$ cat src/rtl/conv2_pkg.sv
// Shared constants and types for the conv2 window generator.
package conv2_pkg;

  localparam int IMG_W     = 12;
  localparam int K         = 5;
  localparam int DATA_BITS = 12;
  localparam int TAPS      = K * K;
  localparam int SR_DEPTH  = IMG_W * (K - 1) + K;

  typedef logic signed [DATA_BITS-1:0] pix_t;

  // Shift-register index feeding window tap (r, c); row 0 / column 0 is the oldest pixel.
  function automatic int tap_src(input int img_w, input int k, input int r, input int c);
    return (k - 1 - r) * img_w + (k - 1 - c);
  endfunction

endpackage

$ cat src/rtl/conv2_line_shift.sv
// Single-channel raster line buffer: an IMG_W*(K-1)+K deep shift register whose
// K*K window taps are plain slices of the stored pixels.
module conv2_line_shift #(
  parameter int IMG_W     = conv2_pkg::IMG_W,
  parameter int K         = conv2_pkg::K,
  parameter int DATA_BITS = conv2_pkg::DATA_BITS
) (
  input  logic                            clk,
  input  logic                            rst_n,
  input  logic                            en,
  input  logic [DATA_BITS-1:0]            din,
  output logic [K*K-1:0][DATA_BITS-1:0]   taps
);
  import conv2_pkg::*;

  localparam int DEPTH = IMG_W * (K - 1) + K;

  logic [DEPTH-1:0][DATA_BITS-1:0] sr_q, sr_d;

  // Next state: clear on reset, shift the newest pixel into entry 0 on enable, else hold.
  // NOTE: every path starts from a default (hold), so no latch is inferred in this always_comb.
  always_comb begin
    sr_d = sr_q;
    if (!rst_n) begin
      // NOTE: this storage is deliberately reset; downstream sees the taps and they must read 0 after reset.
      sr_d = '0;
    end else if (en) begin
      sr_d = {sr_q[DEPTH-2:0], din};
    end
  end

  // State register.
  // NOTE: non-blocking assignment so every flop samples pre-edge values.
  always_ff @(posedge clk) begin
    sr_q <= sr_d;
  end

  for (genvar r = 0; r < K; r++) begin : g_row
    for (genvar c = 0; c < K; c++) begin : g_col
      localparam int SRC = tap_src(IMG_W, K, r, c);
      assign taps[r*K+c] = sr_q[SRC];
    end
  end

endmodule

$ cat src/rtl/conv2_window_buf.sv
// conv2 window generator: three line buffers plus raster position counters that
// strobe valid_out_buf whenever the accepted pixel completes a full KxK window.
module conv2_window_buf #(
  parameter int IMG_W     = conv2_pkg::IMG_W,
  parameter int K         = conv2_pkg::K,
  parameter int DATA_BITS = conv2_pkg::DATA_BITS
) (
  input  logic                        clk,
  input  logic                        rst_n,
  input  logic                        valid_in,
  input  logic signed [DATA_BITS-1:0] data_in_1,
  input  logic signed [DATA_BITS-1:0] data_in_2,
  input  logic signed [DATA_BITS-1:0] data_in_3,
  output logic signed [DATA_BITS-1:0] data_out1_0,  data_out1_1,  data_out1_2,  data_out1_3,  data_out1_4,
  output logic signed [DATA_BITS-1:0] data_out1_5,  data_out1_6,  data_out1_7,  data_out1_8,  data_out1_9,
  output logic signed [DATA_BITS-1:0] data_out1_10, data_out1_11, data_out1_12, data_out1_13, data_out1_14,
  output logic signed [DATA_BITS-1:0] data_out1_15, data_out1_16, data_out1_17, data_out1_18, data_out1_19,
  output logic signed [DATA_BITS-1:0] data_out1_20, data_out1_21, data_out1_22, data_out1_23, data_out1_24,
  output logic signed [DATA_BITS-1:0] data_out2_0,  data_out2_1,  data_out2_2,  data_out2_3,  data_out2_4,
  output logic signed [DATA_BITS-1:0] data_out2_5,  data_out2_6,  data_out2_7,  data_out2_8,  data_out2_9,
  output logic signed [DATA_BITS-1:0] data_out2_10, data_out2_11, data_out2_12, data_out2_13, data_out2_14,
  output logic signed [DATA_BITS-1:0] data_out2_15, data_out2_16, data_out2_17, data_out2_18, data_out2_19,
  output logic signed [DATA_BITS-1:0] data_out2_20, data_out2_21, data_out2_22, data_out2_23, data_out2_24,
  output logic signed [DATA_BITS-1:0] data_out3_0,  data_out3_1,  data_out3_2,  data_out3_3,  data_out3_4,
  output logic signed [DATA_BITS-1:0] data_out3_5,  data_out3_6,  data_out3_7,  data_out3_8,  data_out3_9,
  output logic signed [DATA_BITS-1:0] data_out3_10, data_out3_11, data_out3_12, data_out3_13, data_out3_14,
  output logic signed [DATA_BITS-1:0] data_out3_15, data_out3_16, data_out3_17, data_out3_18, data_out3_19,
  output logic signed [DATA_BITS-1:0] data_out3_20, data_out3_21, data_out3_22, data_out3_23, data_out3_24,
  output logic                        valid_out_buf
);

  localparam int TAPS = K * K;
  localparam int CW   = $clog2(IMG_W);
  localparam logic [CW-1:0] LAST_POS  = CW'(IMG_W - 1);
  localparam logic [CW-1:0] WIN_START = CW'(K - 1);

  logic [TAPS-1:0][DATA_BITS-1:0] taps1, taps2, taps3;
  logic [CW-1:0] col_q, col_d, row_q, row_d;
  logic          valid_q, valid_d;

  conv2_line_shift #(.IMG_W(IMG_W), .K(K), .DATA_BITS(DATA_BITS)) u_ch1 (
    .clk(clk), .rst_n(rst_n), .en(valid_in), .din(data_in_1), .taps(taps1));
  conv2_line_shift #(.IMG_W(IMG_W), .K(K), .DATA_BITS(DATA_BITS)) u_ch2 (
    .clk(clk), .rst_n(rst_n), .en(valid_in), .din(data_in_2), .taps(taps2));
  conv2_line_shift #(.IMG_W(IMG_W), .K(K), .DATA_BITS(DATA_BITS)) u_ch3 (
    .clk(clk), .rst_n(rst_n), .en(valid_in), .din(data_in_3), .taps(taps3));

  // Raster position of the next pixel and the window-complete decision for the current one.
  always_comb begin
    col_d   = col_q;
    row_d   = row_q;
    valid_d = 1'b0;
    if (!rst_n) begin
      col_d = '0;
      row_d = '0;
    end else if (valid_in) begin
      // Row gating also hides windows that would straddle the previous image.
      valid_d = (row_q >= WIN_START) && (col_q >= WIN_START);
      if (col_q == LAST_POS) begin
        col_d = '0;
        row_d = (row_q == LAST_POS) ? '0 : row_q + CW'(1);
      end else begin
        col_d = col_q + CW'(1);
      end
    end
  end

  // Counter and strobe registers.
  always_ff @(posedge clk) begin
    col_q   <= col_d;
    row_q   <= row_d;
    valid_q <= valid_d;
  end

  assign valid_out_buf = valid_q;

  assign data_out1_0  = taps1[0];  assign data_out1_1  = taps1[1];  assign data_out1_2  = taps1[2];  assign data_out1_3  = taps1[3];  assign data_out1_4  = taps1[4];
  assign data_out1_5  = taps1[5];  assign data_out1_6  = taps1[6];  assign data_out1_7  = taps1[7];  assign data_out1_8  = taps1[8];  assign data_out1_9  = taps1[9];
  assign data_out1_10 = taps1[10]; assign data_out1_11 = taps1[11]; assign data_out1_12 = taps1[12]; assign data_out1_13 = taps1[13]; assign data_out1_14 = taps1[14];
  assign data_out1_15 = taps1[15]; assign data_out1_16 = taps1[16]; assign data_out1_17 = taps1[17]; assign data_out1_18 = taps1[18]; assign data_out1_19 = taps1[19];
  assign data_out1_20 = taps1[20]; assign data_out1_21 = taps1[21]; assign data_out1_22 = taps1[22]; assign data_out1_23 = taps1[23]; assign data_out1_24 = taps1[24];
  assign data_out2_0  = taps2[0];  assign data_out2_1  = taps2[1];  assign data_out2_2  = taps2[2];  assign data_out2_3  = taps2[3];  assign data_out2_4  = taps2[4];
  assign data_out2_5  = taps2[5];  assign data_out2_6  = taps2[6];  assign data_out2_7  = taps2[7];  assign data_out2_8  = taps2[8];  assign data_out2_9  = taps2[9];
  assign data_out2_10 = taps2[10]; assign data_out2_11 = taps2[11]; assign data_out2_12 = taps2[12]; assign data_out2_13 = taps2[13]; assign data_out2_14 = taps2[14];
  assign data_out2_15 = taps2[15]; assign data_out2_16 = taps2[16]; assign data_out2_17 = taps2[17]; assign data_out2_18 = taps2[18]; assign data_out2_19 = taps2[19];
  assign data_out2_20 = taps2[20]; assign data_out2_21 = taps2[21]; assign data_out2_22 = taps2[22]; assign data_out2_23 = taps2[23]; assign data_out2_24 = taps2[24];
  assign data_out3_0  = taps3[0];  assign data_out3_1  = taps3[1];  assign data_out3_2  = taps3[2];  assign data_out3_3  = taps3[3];  assign data_out3_4  = taps3[4];
  assign data_out3_5  = taps3[5];  assign data_out3_6  = taps3[6];  assign data_out3_7  = taps3[7];  assign data_out3_8  = taps3[8];  assign data_out3_9  = taps3[9];
  assign data_out3_10 = taps3[10]; assign data_out3_11 = taps3[11]; assign data_out3_12 = taps3[12]; assign data_out3_13 = taps3[13]; assign data_out3_14 = taps3[14];
  assign data_out3_15 = taps3[15]; assign data_out3_16 = taps3[16]; assign data_out3_17 = taps3[17]; assign data_out3_18 = taps3[18]; assign data_out3_19 = taps3[19];
  assign data_out3_20 = taps3[20]; assign data_out3_21 = taps3[21]; assign data_out3_22 = taps3[22]; assign data_out3_23 = taps3[23]; assign data_out3_24 = taps3[24];

endmodule
$ cat config.mk
export PLATFORM = sky130hd
export DESIGN_NAME = conv2_window_buf
export DESIGN_NICKNAME = d
export VERILOG_FILES = /design/src/rtl/conv2_pkg.sv /design/src/rtl/conv2_line_shift.sv /design/src/rtl/conv2_window_buf.sv
export SDC_FILE = /design/constraint.sdc
export NUM_CORES = 2
export LEC_CHECK = 0
export CORE_ASPECT_RATIO = 1.2
export CORE_MARGIN = 4
export CORE_UTILIZATION = 60
export DETAILED_ROUTE_END_ITERATION = 10
export PLACE_DENSITY = 0.95
export SYNTH_ARGS = -nofsm -noshare
export SYNTH_HDL_FRONTEND = slang
export SYNTH_HIERARCHICAL = 1
export SYNTH_SLANG_ARGS = --single-unit
$ cat constraint.sdc
create_clock -name clk -period 3.11 [get_ports clk]
set_clock_uncertainty 0.1 [all_clocks]
set_input_delay 0.4665 -clock clk [delete_from_list [all_inputs] [get_ports clk]]
set_output_delay 0.4665 -clock clk [all_outputs]
set_load 0.02 [all_outputs]
congestion_map.png
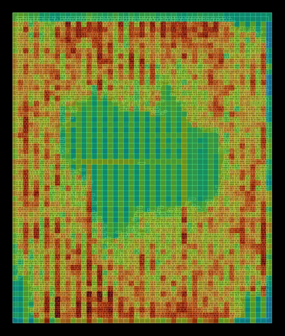
M2 GR Usage: 0.427
met1 track utilization from global routing: 0.279
global route hottest layer: met2

m2.png
Scale: 1 px per um. Cells faint in the background.
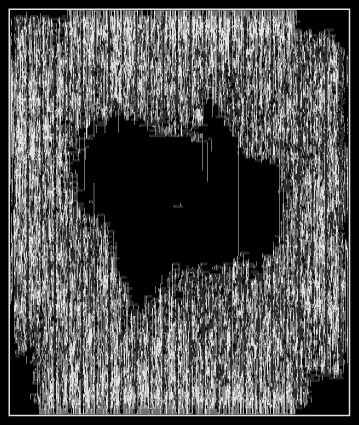
- longest straight run: 148 um
- main direction: vertical
DRT Wirelength: 176 mm
Vias: 46,200

m3.png
Scale: 1 px per um.
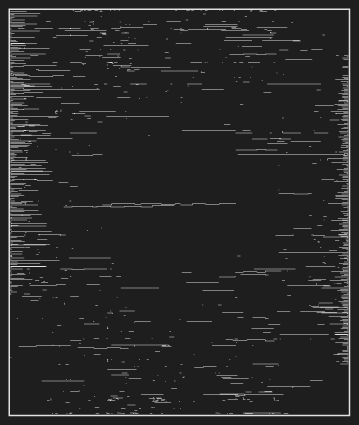
- wire length on this layer: 8,880 um
- main direction: horizontal
GRT met3 Usage: 0.0538

==> results.py <==
# Metrics from the implementation run
metrics = {
    "critical_path": {
        "slowest_delay_ns": 0.71,
        "cp_max_fo": 3,
        "reg2reg_to": "row_q[3]",
        "r2r-start": "col_q[1]",
        "crit_chain": "clkdlybuf4s50_1",
        "regToRegSetupSlack_ns": 1.46,
        "cp_slowest_cell": "clkdlybuf4s50_1",
        "worst_setup_path_start_kind": "flip-flop",
        "arrival_ns": 2.10,
        "crit_family": "buffers and inverters",
        "critPathBufInv": 1,
        "crit_required_ns": 2.54,
        "end_kind": "output port",
        "reg2reg_depth": 4,
        "crit_type": "reg -> out",
    },
    "cts": {
        "cts_tree": "built",
        "cts.path.max_buffers": 3,
        "path_clk_slew_ns": 0.06,
        "clock_latency_ns": 0.79,
        "cts_sinks": 1917,
        "cts_resized": 0,
        "h-tree-depth": 4,
        "cts_inserted_buffers": 177,
        "hold_buffers": 0,
        "root_buffer": "clkbuf_16",
        "cts_setup_buffers": 0,
    },
    "timing": {
        "rsz0062_at_grt": "no",
        "worstMarginPinSlew_ns": 0.877,
        "finalSetupTns_ns": 0,
        "slew_violations": 0,
        "worst_slack_ns": 0.443,
        "finalSetupViolations": 0,
        "fmax_mhz": 375,
        "relSlewSlack": 0.415,
        "timing.final.crit_share": 0.858,
        "fin_crit_ns": 2.67,
        "finalHoldViolCount": 0,
    },
    "logic_synthesis": {
        "top_cells_by_count": "dfxtp_1 (1,917), mux2i_1 (1,911), nor2b_1 (1,908)",
        "avgSynthCellArea_sq_um": 11.1,
        "synth-edff-count": 0,
        "ys_warn_count": 6,
        "largest_area_cell": "dfxtp_1",
        "syn_inst": 7094,
        "synthFlopType": "dfxtp_1",
        "synth.most_common_cell": "dfxtp_1",
        "top_area_frac": 0.488,
        "floorplan.nets": 7135,
        "synth_flops": 1917,
        "yosysUniqueCellTypes": 22,
        "synthTopCellsByArea": "dfxtp_1 (49%), mux2i_1 (24%), nor2b_1 (15%), buf_4 (9.4%), clkbuf_1 (0.99%)",
        "ys_seq_frac": 0.488,
        "ys_area_sq_mm": 0.0787,
        "synthArstFlopShare": 0,
        "syn_area_sq_mm": 0.0787,
        "ys_cells": 7094,
    },
    "pwr": {
        "power.total_uw": 48700,
        "peakVddDrop_mv": 0.569,
        "powerDensity_mw_per_mm2": 551,
        "leakage_uw": 0.0350,
    },
    "global_routing": {
        "grt_max_degree": 141,
        "grt_usage": 0.244,
        "grt_overflow": 0,
        "grt_pass1_wl_mm": 272,
        "antenna_found_initial": 3,
        "grt_pass1_vias": 47700,
    },
    "floorplan": {
        "io_pins": 940,
        "chipArea_sq_mm": 0.137,
        "core.rowCount": 145,
        "core_sq_mm": 0.130,
        "fp.dieW_um": 339,
        "initCoreUtil": 0.604,
        "die_height_um": 405,
    },
    "final_layout": {
        "n_antenna_cell": 0,
        "syn_to_final_growth_pct": 12.3,
        "layout-drive-gt1-share": 0.0543,
        "combGateArea_sq_mm": 0.0312,
        "fin_util": 0.679,
        "fillers": 8468,
        "seq_area_sq_mm": 0.0384,
        "nNetsFinal": 7034,
    },
    "hold_path": {
        "worstHoldStart": "valid_in",
        "holdPathStages": 3,
        "hold_path_end": "u_ch2/taps[145]",
        "hp-class": "in -> reg",
    },
    "outcome": {
        "status": "complete, no violations",
    },
    "run": {
        "drv_cap": 0,
        "tool_warnings": 37,
    },
    "placement": {
        "place.gp.congestion": 0.892,
        "preCtsSetupSlack_ns": 0.888,
        "hpwl_mm": 118,
        "numPortBuffers": 939,
    },
    "detailed_routing": {
        "wl_per_cell_um": 19.9,
        "dr.pass1.iters": 5,
        "ant_nets": 0,
        "drtIter0Drc": 2573,
        "vias_per_cell": 5.23,
        "drc": 0,
    },
}
## metrics by stage
stage,hold WS [ns],cells,area (sq um)
2_1_floorplan,0.365,7094,78700
3_3_place_gp,0.372,8504,82500
3_5_place_dp,0.391,8504,82500
4_1_cts,0.0932,8823,88400
5_1_grt,0.0881,8823,88400
6_report,0.0989,8823,88400
## how the worst max path moves through the flow
stage,start,endpoint,depth (start not counted)
after floorplan,valid_in,u_ch1/sr_q[100],6
after global placement,valid_in,u_ch1/taps[199],4
after global routing,u_ch1/taps[155],data_out1_12[11],1
after CTS,u_ch1/taps[155],data_out1_12[11],1
final,u_ch1/taps[155],data_out1_12[11],1
after detailed placement,valid_in,u_ch1/taps[194],4
## flip-flops by register name (all words and copies together) (netlist names), 4 cells and up
| name | count |
|---|---|
| u_ch3/sr_q | 336 |
| u_ch3/taps | 300 |
| u_ch2/taps | 300 |
| row_q | 4 |
| col_q | 4 |
| u_ch1/taps | 300 |
| u_ch1/sr_q | 336 |
| u_ch2/sr_q | 336 |
## area by class of cell
type	count	share of cell area
Clock inverter	47	0.00654
Clock buffer	272	0.0601
Sequential cell	1917	0.434
Timing Repair Buffer	1047	0.122
Multi-Input combinational cell	3847	0.353
Tap cell	1690	0.0239
Inverter	3	0.000127
## cell families (layout without fill, tap and decap cells)
kind of cell             count (synthesis)  count (layout)  synth area share
AND/OR/NAND/NOR                       1925            1925             0.153
adder cells (fa/ha/maj)                  2               2          0.000318
multiplexers                          1911            1911             0.243
XOR/XNOR                                 2               2          0.000223
flip-flops                            1917            1917             0.488
buffers and inverters                 1330            1369             0.115
AND-OR/OR-AND                            7               7          0.000572
## layer usage
layer	global-route usage	part of all wire	up-vias
met1	0.279	0.40	22300
met3	0.0538	0.051	446
met5	0	0.00027	-
met4	0.131	0.055	6
met2	0.427	0.50	1226
li1	-	-	22200
## power breakdown
group / total (uW) / internal (uW) / switching, uW
sequential: 24700 / 24600 / 70.1
combinational: 2220 / 1120 / 1100
clock: 21800 / 12500 / 9320
total: 48700 / 38200 / 10500
## layout by cell type, fill, tap and decap left out, types with 3 or more instances in the layout
master	count
dfxtp_1	1917
mux2i_1	1911
nor2b_1	1908
clkdlybuf4s50_1	937
clkbuf_16	179
buf_4	64
clkbuf_8	49
clkbuf_1	44
buf_12	44
clkinv_2	21
nor2_1	8
bufinv_16	8
clkinvlp_4	6
nand2_1	4
inv_1	3
inv_6	3
No activity file was given, so power comes from the tool's default toggle rates.
